### src/rtl/mem_swap_engine_if.sv
// rtl/mem_swap_engine_if.sv - memory port bundle between swap engine and word memory
interface mem_swap_engine_if #(
    parameter int WORD_SIZE  = 16,
    parameter int ADDR_WIDTH = 16
);
    logic [ADDR_WIDTH-1:0] reg_addr;
    logic [WORD_SIZE-1:0]  reg_in;
    logic [WORD_SIZE-1:0]  reg_out;
    logic                  reg_READ_EN;
    logic                  reg_WRITE_EN;

    // Engine side drives address, write data and strobes.
    modport master (
        output reg_addr,
        output reg_in,
        output reg_READ_EN,
        output reg_WRITE_EN,
        input  reg_out
    );

    // Memory side returns read data one cycle after a read strobe.
    modport slave (
        input  reg_addr,
        input  reg_in,
        input  reg_READ_EN,
        input  reg_WRITE_EN,
        output reg_out
    );
endinterface

### src/rtl/mem_swap_engine.sv
// rtl/mem_swap_engine.sv - read two words, compare, conditionally swap them in memory
module mem_swap_engine #(
    parameter int WORD_SIZE  = 16,
    parameter int ADDR_WIDTH = 16,
    parameter int SIGNED_CMP = 0
) (
    input  logic                  clk,
    input  logic                  rst,
    input  logic                  start,
    input  logic [1:0]            mode,
    input  logic [ADDR_WIDTH-1:0] addr1,
    input  logic [ADDR_WIDTH-1:0] addr2,
    mem_swap_engine_if.master     mem,
    output logic                  busy,
    output logic                  done,
    output logic                  swapped,
    output logic                  gt
);

    localparam logic [2:0] IDLE = 3'd0;
    localparam logic [2:0] RD1  = 3'd1;
    localparam logic [2:0] RD2  = 3'd2;
    localparam logic [2:0] CAP  = 3'd3;
    localparam logic [2:0] WR1  = 3'd4;
    localparam logic [2:0] WR2  = 3'd5;
    localparam logic [2:0] DONE = 3'd6;

    logic [2:0]            state;
    logic [ADDR_WIDTH-1:0] a1_q;
    logic [ADDR_WIDTH-1:0] a2_q;
    logic [1:0]            mode_q;
    logic [WORD_SIZE-1:0]  temp1;
    logic                  cmp_gt;
    logic                  cmp_lt;
    logic                  do_swap;

    // Compare the first operand against the second word as it arrives on reg_out in CAP.
    always_comb begin
        cmp_gt  = 1'b0;
        cmp_lt  = 1'b0;
        do_swap = 1'b0;
        if (SIGNED_CMP != 0) begin
            cmp_gt = $signed(temp1) > $signed(mem.reg_out);
            cmp_lt = $signed(temp1) < $signed(mem.reg_out);
        end else begin
            cmp_gt = temp1 > mem.reg_out;
            cmp_lt = temp1 < mem.reg_out;
        end
        case (mode_q)
            2'b00:   do_swap = 1'b1;
            2'b01:   do_swap = cmp_gt;
            2'b10:   do_swap = cmp_lt;
            default: do_swap = 1'b0;
        endcase
    end

    // Sequencer: every output is registered with the values belonging to the state being entered.
    // The second operand is held directly in reg_in, which is exactly what WR1 must write.
    always_ff @(posedge clk) begin
        if (rst) begin
            state            <= IDLE;
            a1_q             <= '0;
            a2_q             <= '0;
            mode_q           <= 2'b00;
            temp1            <= '0;
            mem.reg_addr     <= '0;
            mem.reg_in       <= '0;
            mem.reg_READ_EN  <= 1'b0;
            mem.reg_WRITE_EN <= 1'b0;
            busy             <= 1'b0;
            done             <= 1'b0;
            swapped          <= 1'b0;
            gt               <= 1'b0;
        end else begin
            done <= 1'b0;
            case (state)
                IDLE: begin
                    if (start) begin
                        a1_q    <= addr1;
                        a2_q    <= addr2;
                        mode_q  <= mode;
                        swapped <= 1'b0;
                        gt      <= 1'b0;
                        busy    <= 1'b1;
                        if (addr1 == addr2) begin
                            state <= DONE;
                            done  <= 1'b1;
                        end else begin
                            state           <= RD1;
                            mem.reg_addr    <= addr1;
                            mem.reg_READ_EN <= 1'b1;
                        end
                    end
                end
                RD1: begin
                    state           <= RD2;
                    mem.reg_addr    <= a2_q;
                    mem.reg_READ_EN <= 1'b1;
                end
                RD2: begin
                    temp1           <= mem.reg_out;
                    state           <= CAP;
                    mem.reg_READ_EN <= 1'b0;
                end
                CAP: begin
                    gt <= cmp_gt;
                    if (do_swap) begin
                        state            <= WR1;
                        mem.reg_addr     <= a1_q;
                        mem.reg_in       <= mem.reg_out;
                        mem.reg_WRITE_EN <= 1'b1;
                    end else begin
                        state <= DONE;
                        done  <= 1'b1;
                    end
                end
                WR1: begin
                    state            <= WR2;
                    mem.reg_addr     <= a2_q;
                    mem.reg_in       <= temp1;
                    mem.reg_WRITE_EN <= 1'b1;
                    swapped          <= 1'b1;
                end
                WR2: begin
                    state            <= DONE;
                    mem.reg_WRITE_EN <= 1'b0;
                    done             <= 1'b1;
                end
                DONE: begin
                    state <= IDLE;
                    busy  <= 1'b0;
                end
                default: begin
                    state            <= IDLE;
                    mem.reg_READ_EN  <= 1'b0;
                    mem.reg_WRITE_EN <= 1'b0;
                    busy             <= 1'b0;
                end
            endcase
        end
    end

endmodule

### src/flat_wrapper.sv
// flat-port wrapper written by rule: the top's interface ports become plain ports
module mem_swap_engine_flat 
#(
    parameter int WORD_SIZE  = 16,
    parameter int ADDR_WIDTH = 16,
    parameter int SIGNED_CMP = 0
)
  (clk, rst, start, mode, addr1, addr2, busy, done, swapped, gt, mem_reg_addr, mem_reg_in, mem_reg_READ_EN, mem_reg_WRITE_EN, mem_reg_out);
  mem_swap_engine_if #(.WORD_SIZE(WORD_SIZE), .ADDR_WIDTH(ADDR_WIDTH)) mem_i ();
  input  logic clk;
  input  logic rst;
  input  logic start;
  input  logic [1:0] mode;
  input  logic [ADDR_WIDTH-1:0] addr1;
  input  logic [ADDR_WIDTH-1:0] addr2;
  output logic busy;
  output logic done;
  output logic swapped;
  output logic gt;
  output wire logic [$bits(mem_i.reg_addr)-1:0] mem_reg_addr;
  output wire logic [$bits(mem_i.reg_in)-1:0] mem_reg_in;
  output wire logic [$bits(mem_i.reg_READ_EN)-1:0] mem_reg_READ_EN;
  output wire logic [$bits(mem_i.reg_WRITE_EN)-1:0] mem_reg_WRITE_EN;
  input wire logic [$bits(mem_i.reg_out)-1:0] mem_reg_out;
  assign mem_reg_addr = mem_i.reg_addr;
  assign mem_reg_in = mem_i.reg_in;
  assign mem_reg_READ_EN = mem_i.reg_READ_EN;
  assign mem_reg_WRITE_EN = mem_i.reg_WRITE_EN;
  assign mem_i.reg_out = mem_reg_out;
  mem_swap_engine #(.WORD_SIZE(WORD_SIZE), .ADDR_WIDTH(ADDR_WIDTH), .SIGNED_CMP(SIGNED_CMP)) u_core (.clk(clk), .rst(rst), .start(start), .mode(mode), .addr1(addr1), .addr2(addr2), .mem(mem_i), .busy(busy), .done(done), .swapped(swapped), .gt(gt));
endmodule
### config.mk
export PLATFORM = sky130hd
export DESIGN_NAME = mem_swap_engine_flat
export DESIGN_NICKNAME = d
export VERILOG_FILES = /design/src/rtl/mem_swap_engine_if.sv /design/src/rtl/mem_swap_engine.sv /design/src/flat_wrapper.sv
export SDC_FILE = /design/constraint.sdc
export NUM_CORES = 1
export LEC_CHECK = 0
export CORE_MARGIN = 4
export CORE_UTILIZATION = 55
export CTS_BUF_LIST = sky130_fd_sc_hd__clkbuf_16
export CTS_CLUSTER_DIAMETER = 30
export DETAILED_ROUTE_END_ITERATION = 7
export MAX_ROUTING_LAYER = met4
export PLACE_DENSITY = 0.88
export SKIP_LAST_GASP = 1
export SLEW_MARGIN = 20
export SYNTH_ARGS = -nofsm -noshare
export SYNTH_HDL_FRONTEND = slang
export SYNTH_SLANG_ARGS = --single-unit
export TNS_END_PERCENT = 10
### constraint.sdc
create_clock -name clk -period 8.2 [get_ports clk]
set_input_delay 2.05 -clock clk [delete_from_list [all_inputs] [get_ports clk]]
set_output_delay 2.05 -clock clk [all_outputs]
set_load 0.01 [all_outputs]
Figure 1. Clock network drawn from the DEF (run 1).
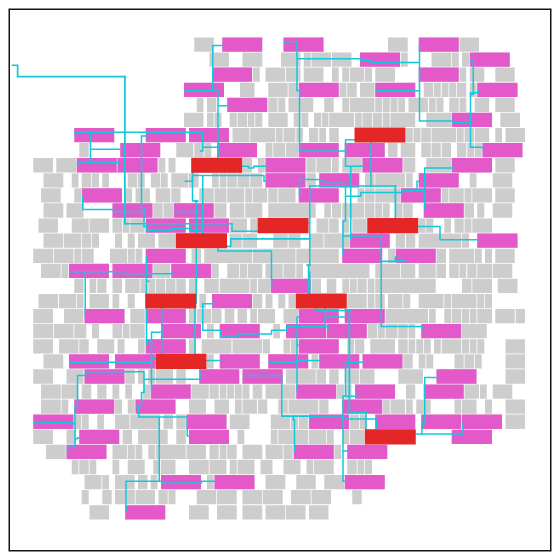
legend:
  red:
    item: clock drivers
    count: 9
  magenta:
    item: flip-flops
    count: 91
  cyan:
    item: clock wires
    length: 1070 um
routed clock nets: 10
flops lie: spread over the die

Figure 2. Track usage over the die (run 1).
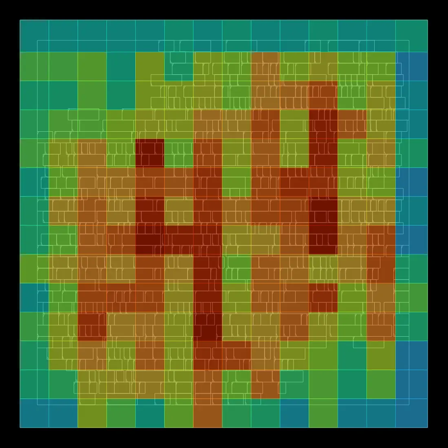
met1 Track Usage GR: 0.305
final core area utilization: 0.725
routing layer with the top usage in global route: met2

Figure 3. Selected gate families (run 1).
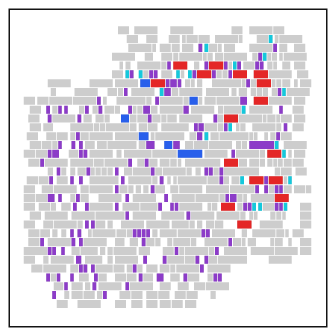
legend:
  purple:
    family: NAND gates
    cells: 142
    most_used: nand2_1
    where: spread over the die
  red:
    family: adder and majority cells
    cells: 16
    most_used: ha_1
  cyan:
    family: inverters
    cells: 20
    most_used: inv_1
  blue:
    family: AND-OR and OR-AND gates
    cells: 6

Figure 4. M2 wires (run 1).
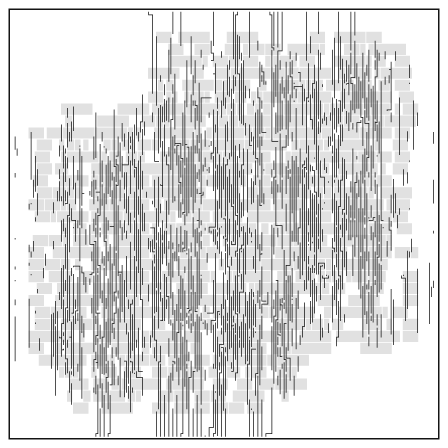
nets with wire on the layer: 590
share of all routed wire: 51%
main direction: vertical
wire length on this layer: 6000 um
longest straight run: 32.6 um

==> GITHUB_STEP_SUMMARY, run 1 <==
### Metrics collected by this job

| Metric | Value |
|---|---|
| Count of endpoints failing hold in the final timing report | 0 |
| TritonCTS Buffers | 9 |
| Area of the die | 9480 um2 |
| Sequence of cells on the critical path | clkdlybuf4s50_1, inv_1, ha_1, nand2_1, nor3_1, a2111oi_2, a31oi_2, nor4b_4, or2_1, a311oi_1 |
| Clock edge transition at the registers on the reported setup and hold paths | about 0.06 ns |
| Post-layout instance count excluding filler cells | 716 |
| Number of stages on the worst hold path | 2 |
| Combinational Power Share | 0.203 |
| Global-route wire length before repair | 19.5 mm |
| Crit Reg-Reg Endpoint | u_core.mem.reg_addr[0]$_SDFFE_PP0P_ |
| Plain + repair buffers | roughly 95 |
| Cell count in the Yosys report | approximately 540 |
| Critical path arrival | 5.83 ns |
| Routed wire length per instance | between 15 and 20 um |
| Most area-consuming cells after synthesis | dfxtp_1 (41%), nand2_1 (11%), a21oi_1 (8.7%) |
| Summed instance area of the synthesized netlist | 4390 um2 |
| Sequential power share | 0.429 |
| Post-Route Skew | 0.00958 ns |
| Ys Warns | 0 |
| Final setup slack of the worst path | 2.53 ns |
| Peak VDD IR | roughly 0.14 mV |
| Number of detailed-routing iterations run before antenna repair | 7 |
| Hold Crit Class | flip-flop to flip-flop |
| Antenna diodes | 0 |
| Most numerous cell in the Yosys netlist | nand2_1 |
| Std-Cell Rows | 32 |
| Sequential fraction of total cell area | 0.325 |
| Mean post-synth cell area | 8.12 um2 |
| CP required | around 8.4 ns |
| Layout overhead on the synthesized area | 27.6% |
| Post-synth top flop | dfxtp_1 |
| Antenna violations before repair | 0 |
| Number of global-route vias before repair | 4094 |
| Post-DP HPWL | 7.95 mm |
| Total area of multi-input combinational cells | 2340 um2 |
| Post-placement cell count | 701 |
| Fill cell total of the finished layout | around 540 |
| Final hold slack | 0.457 ns |
| Total length of routed met3 wires | 791 um |
| Routed via count | 4191 |
| Area share of and-or/or-and cells after synthesis | 0.227 |
| Syn_nets | ~600 |
| Number of levels the H-tree was split into | 3 |
| Crit path kind | primary input to flip-flop |
| Vertical extent of the die | 97.3 um |
| Worst path slowest cell | nor4b_4 |
| Met2 track demand over resource in global routing | 0.436 |
| Synth unique cells | 48 |
| CTS tree | yes |
| Flip-flop and latch power | 0.000506 W |
| Tapcells | 102 |
| Synth Seq Share | 0.415 |
| Number of gates on the worst path with buffers counted | 10 |
| Worst path top cell family by delay | simple AND/OR/NAND/NOR gates |
| Status | completed |
| Placement Setup Slack | between 2 and 2.5 ns |
| Crit path capture | u_core.mem.reg_addr[0]$_SDFFE_PP0P_ |
| Syn Inst Count | 541 |
| TritonCTS Sinks | 91 |
| Placed cell areas | between 5000 and 6000 um2 |
| Lkg Pwr | around 2 nW |
| Worst hold endpoint | u_core.a2_q[12]$_SDFFE_PP0P_ |
| Number of DRC markers in iteration 0 | 323 |
| Commonest non-fill, non-tap cells in the layout | nand2_1 (127), dfxtp_1 (91), clkdlybuf4s50_1 (89) |
| Detailed-routing wirelength on met1 | 4.79 mm |
| Clock group share of total power | 0.368 |
| Post-synthesis share of cell area spent on full adders, half adders and majority gates | 0.0456 |
| CORE AREA | between 7000 and 8000 um2 |
## Run 2: what changed since run 1
--- a/config.mk
+++ b/config.mk
@@ -6,12 +6,12 @@
 export NUM_CORES = 1
 export LEC_CHECK = 0
 export CORE_MARGIN = 4
-export CORE_UTILIZATION = 55
+export CORE_UTILIZATION = 51
 export CTS_BUF_LIST = sky130_fd_sc_hd__clkbuf_16
 export CTS_CLUSTER_DIAMETER = 30
 export DETAILED_ROUTE_END_ITERATION = 7
 export MAX_ROUTING_LAYER = met4
-export PLACE_DENSITY = 0.88
+export PLACE_DENSITY = 0.83
 export SKIP_LAST_GASP = 1
 export SLEW_MARGIN = 20
 export SYNTH_ARGS = -nofsm -noshare
==> constraint.sdc (replaced) <==
create_clock -name clk -period 5.5 [get_ports clk]
set_input_delay 1.375 -clock clk [delete_from_list [all_inputs] [get_ports clk]]
set_output_delay 1.375 -clock clk [all_outputs]
set_load 0.01 [all_outputs]
Figure 5. Track usage over the die (run 2).
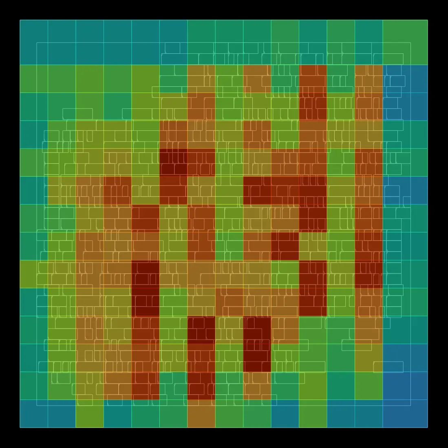
routed wire length per instance: 16.2 um
met3 routing resource usage after global routing: 0.0284

==> run 2 against run 1 <==
Effect of this change: critical path type unchanged; clock skew fell by 0.0041 ns; clock power is about 50% higher; die area up 7.2%; clock-buffer cell count did not move; sequential power increased by 49%; global-route usage fell by 1.7 points; critical path depth rose by 1; core utilization decreased by 4.7 points; worst hold slack better by 0.00071 ns; non-clock buffer count grew 1; wire length fell by 1.2%; final area rose by 0.38%.
==> GITHUB_STEP_SUMMARY, run 2 <==
### Metrics collected by this job

| Metric | Value |
|---|---|
| Final setup slack of the worst path | 0.948 ns |
| Cell count in the Yosys report | 541 |
| Number of DRC markers in iteration 0 | ~220 |
| Ys Warns | 0 |
| Fmax | roughly 0.22 GHz |
| Number of detailed-routing iterations run before antenna repair | 5 |
| Sequential fraction of total cell area | 0.324 |
| Std-Cell Rows | 33 |
| Total area of multi-input combinational cells | 2340 um2 |
| Routed via count | 4202 |
| Commonest non-fill, non-tap cells in the layout | nand2_1 (127), dfxtp_1 (91), clkdlybuf4s50_1 (89) |
| Placement Setup Slack | 0.643 ns |
| Number of global-route vias before repair | 4131 |
| Main power-consuming group | registers |
| Fill cell total of the finished layout | between 600 and 700 |
| Placed cell areas | between 5000 and 6000 um2 |
| Buffers plus inverters on the worst setup path | 3 |
| Summed instance area of the synthesized netlist | 4390 um2 |
| Simple-Gate Fraction of Synth Area | 0.219 |
| Syn Inst Count | 541 |
| Vertical extent of the die | 101 um |
| Antenna diodes | 0 |
| Worst hold endpoint | u_core.a2_q[13]$_SDFFE_PP0P_ |
| Peak VDD IR | 0.175 mV |
| Total length of routed met3 wires | about 730 um |
| Plain + repair buffers | 96 |
| Crit Reg-Reg Endpoint | u_core.mem.reg_addr[15]$_SDFFE_PP0P_ |
| Post-Route Skew | roughly 0.0055 ns |
| Flip-flop and latch power | 0.000754 W |
| Synth Seq Share | 0.415 |
| Syn_nets | 610 |
| Fraction of power spent switching nets | 0.276 |
| Post-placement cell count | 705 |
| Number of gates on the worst path with buffers counted | 11 |
| Most numerous cell in the Yosys netlist | nand2_1 |
| Final core area utilization | 0.678 |
| Mean post-synth cell area | 8.12 um2 |
| Layout overhead on the synthesized area | 28.1% |
| Ys async rst share | 0 |
| Global-route wire length before repair | 18.9 mm |
| Layout clock area frac | 0.0563 |
| Worst path top cell family by delay | simple AND/OR/NAND/NOR gates |
| Synth unique cells | 48 |
| Post-DP HPWL | about 8 mm |
| Lkg Pwr | 2.07 nW |
| Met2 track demand over resource in global routing | 0.412 |
| Post-synth top flop | dfxtp_1 |
| Met1 Track Usage GR | 0.279 |
| Sequential power share | 0.429 |
| CORE AREA | 8300 um2 |
| Hold Crit Class | flip-flop to flip-flop |
| Post-CTS setup buffers | 0 |
| Non-Clock Inverter Count | 20 |
| Clock group share of total power | 0.370 |
| Antenna violations before repair | 0 |
| Number of stages on the worst hold path | 2 |
| Worst path slowest cell | or2_1 |
| CP required | 5.66 ns |
| Internal Dissipation | 0.00127 W |
| Count of endpoints failing hold in the final timing report | 0 |
| Sequence of cells on the critical path | clkdlybuf4s50_1, inv_1, ha_1, nand4_4, nor3_1, a2111oi_2, a31oi_2, nor4b_4, buf_4, or2_1, a311oi_1 |
| CTS tree | yes |
| Post-synthesis share of cell area spent on full adders, half adders and majority gates | 0.0456 |
| Area share of and-or/or-and cells after synthesis | 0.227 |
| Number of levels the H-tree was split into | 3 |
| Post-layout instance count excluding filler cells | 721 |
| Via density per instance | roughly 5.8 |
| Area of the die | 10200 um2 |
| Crit path kind | primary input to flip-flop |
| Crit path capture | u_core.mem.reg_addr[15]$_SDFFE_PP0P_ |
| Clock edge transition at the registers on the reported setup and hold paths | 0.06 ns |
| Tapcells | 105 |
| Critical path arrival | ~4.7 ns |
| Final hold slack | between 0.4 and 0.5 ns |
| TritonCTS Buffers | 9 |
| Combinational Power Share | 0.201 |
| Status | completed |
| Routing layer with the top usage in global route | met2 |
| TritonCTS Sinks | approximately 91 |
| Most area-consuming cells after synthesis | dfxtp_1 (41%), nand2_1 (11%), a21oi_1 (8.7%) |
| Final Routed Wirelength | 11.7 mm |
| Detailed-routing wirelength on met1 | 4.65 mm |
Figure 6. Selected gate families (run 2).
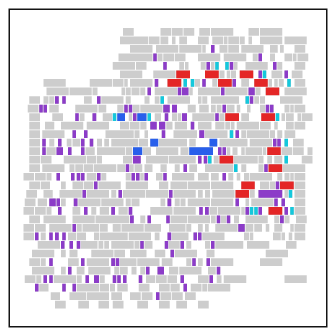
legend:
  purple:
    family: NAND gates
    cells: 142
    most_used: nand2_1
  cyan:
    family: inverters
    cells: 20
    most_used: inv_1
  blue:
    family: AND-OR and OR-AND gates
    cells: 6
    where: middle
  red:
    family: adder and majority cells
    cells: 16
    most_used: ha_1

## Run 3: what changed since run 2
==> constraint.sdc (replaced) <==
create_clock -name clk -period 4.5 [get_ports clk]
set_input_delay 1.125 -clock clk [delete_from_list [all_inputs] [get_ports clk]]
set_output_delay 1.125 -clock clk [all_outputs]
set_load 0.01 [all_outputs]
Figure 7. The metal 3 layer (run 3).
Bar = 20 um.
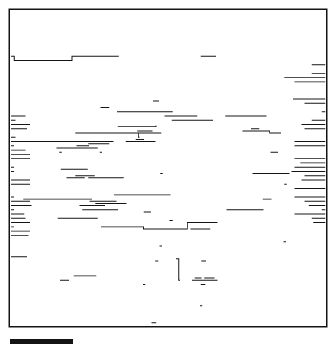
nets with wire on the layer: 88
main direction: horizontal
share of all routed wire: 6.5%

==> run 3 against run 2 <==
Effect of this change: register-to-register slack got worse by 0.77 ns; die area did not move; clock-buffer cell count unchanged; synthesized area is the same; flip-flop count unchanged; final cell count stayed put; critical endpoint is now u_core.mem.reg_addr[8]$_SDFFE_PP0P_.
==> GITHUB_STEP_SUMMARY, run 3 <==
### Metrics collected by this job

| Metric | Value |
|---|---|
| Post-Route Skew | 0.00803 ns |
| Plain + repair buffers | 96 |
| Lkg Pwr | 2.06 nW |
| Number of clock buffer instances in the layout | 9 |
| Depth of the most critical reg-to-reg path | 8 |
| Yosys Chip Area | approximately 4400 um2 |
| Post-synth top flop | dfxtp_1 |
| Number of levels the H-tree was split into | 3 |
| Fill cell total of the finished layout | 661 |
| Final Routed Wirelength | 11.3 mm |
| Final core area utilization | 0.675 |
| Main power-consuming group | registers |
| Layout overhead on the synthesized area | 27.5% |
| Tapcells | approximately 110 |
| Relative slew slack | 0.389 |
| Flip-flops | slightly above 90 |
| Synth Seq Share | 0.415 |
| Combinational Power Share | 0.210 |
| Fmax | 0.246 GHz |
| Largest family of logic cells by area | AND-OR/OR-AND gates |
| Number of stages on the worst hold path | 2 |
| Vertical extent of the die | 101 um |
| Antenna violations before repair | 0 |
| Clock edge transition at the registers on the reported setup and hold paths | 0.07 ns |
| Fraction of power spent switching nets | 0.296 |
| Sequential fraction of total cell area | 0.325 |
| Antenna diodes | 0 |
| Total area of multi-input combinational cells | about 2300 um2 |
| Area of the die | 10200 um2 |
| Post-placement cell count | roughly 710 |
| Layout clock area frac | 0.0492 |
| Most area-consuming cells after synthesis | dfxtp_1 (41%), nand2_1 (11%), a21oi_1 (8.7%) |
| CORE AREA | 8300 um2 |
| Clock insertion delay at the later pin of the skew report | 0.34 ns |
| Number of global-route vias before repair | 4077 |
| Sequential power share | 0.446 |
| Total Power Consumption | ~0.0021 W |
| Layout cells sized above 1 | 0.0795 |
| Number of detailed-routing iterations run before antenna repair | 5 |
| CP Launch Type | primary input |
| Cell count in the Yosys report | 541 |
| Syn Inst Count | 541 |
| Final hold slack | 0.457 ns |
| Max-cap viol count | 0 |
| Slew of the pin with the lowest slew margin | 0.913 ns |
| Largest incremental delay on the critical path | 0.68 ns |
| Buffers plus inverters on the worst setup path | 2 |
| Summed instance area of the synthesized netlist | 4390 um2 |
| Syn_nets | 610 |
| CTS tree | yes |
| Number of synthesized flops with an enable pin | 0 |
| TritonCTS Buffers | 9 |
| Most common cell after layout, fill and taps aside | nand2_1 |
| Top layer reached by signal wires | met4 |
| Internal Dissipation | about 0.0015 W |
| Crit path capture | u_core.mem.reg_addr[8]$_SDFFE_PP0P_ |
| Post-DP HPWL | 7.81 mm |
| Crit path kind | primary input to flip-flop |
| Met2 track demand over resource in global routing | 0.378 |
| Total gr overflow | 0 |
| Number of DRC markers in iteration 0 | 278 |
| Area share of and-or/or-and cells after synthesis | 0.227 |
| Worst path slowest cell | or2_1 |
| Critical path arrival | 4.22 ns |
| TritonCTS Sinks | 91 |
| Sequence of cells on the critical path | clkdlybuf4s50_1, inv_1, ha_1, nand4_4, nor3_1, a2111oi_2, a31oi_2, nor4b_4, or2_1, a311oi_2 |
| Hold Crit Class | flip-flop to flip-flop |
| CP required | 4.67 ns |
| Post-layout instance count excluding filler cells | 721 |
| Post-CTS setup buffers | 0 |
| Root Buffer | clkbuf_16 |
| Maximum number of pins on one net before global-route repair | 49 |
| Status | completed |
| Commonest non-fill, non-tap cells in the layout | nand2_1 (127), dfxtp_1 (91), clkdlybuf4s50_1 (89) |
| Post-synthesis share of cell area spent on full adders, half adders and majority gates | 0.0456 |
| Std-Cell Rows | 33 |
| Via density per instance | about 5.7 |
| Number of gates on the worst path with buffers counted | 10 |
| Most numerous cell in the Yosys netlist | nand2_1 |
| Worst path top cell family by delay | simple AND/OR/NAND/NOR gates |
| Clock group share of total power | 0.343 |
| Multiplexer share of the synthesized area | 0.00228 |
| Final number of max-transition violations | 0 |
| Cell type taking the most area | combinational gates |
| Total length of routed met3 wires | 730 um |
| Synth unique cells | 48 |
| Non-Clock Inverter Count | 20 |
| Detailed-routing wirelength on met1 | 4.74 mm |
| Final setup slack of the worst path | 0.442 ns |
| Met2 WL post-DR | 5.59 mm |
| Mean post-synth cell area | 8.12 um2 |
| Global-route wire length before repair | 18.5 mm |
| Simple-Gate Fraction of Synth Area | 0.219 |
| Ys Warns | 0 |
| Count of endpoints failing hold in the final timing report | 0 |
| Routing layer with the top usage in global route | met2 |
| Power attributed to the clock group | 0.000708 W |
| Placement Setup Slack | 0.131 ns |
| Ys async rst share | 0 |
| Placed cell areas | roughly 5300 um2 |
| Crit Reg-Reg Endpoint | u_core.mem.reg_addr[8]$_SDFFE_PP0P_ |
| Num ports | 91 |
| Flip-flop and latch power | 0.000921 W |
| Worst hold endpoint | u_core.a2_q[15]$_SDFFE_PP0P_ |
| Peak VDD IR | 0.186 mV |
| Routed via count | about 4100 |
Figure 8. Track usage over the die (run 3).
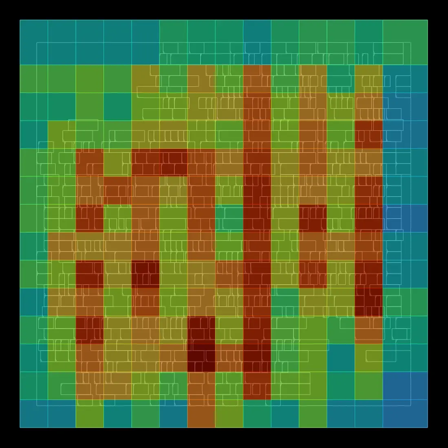
routed wire length per instance: 15.7 um
met3 routing resource usage after global routing: 0.0505
met1 Track Usage GR: 0.276

Power is estimated from default activity; no workload was simulated.
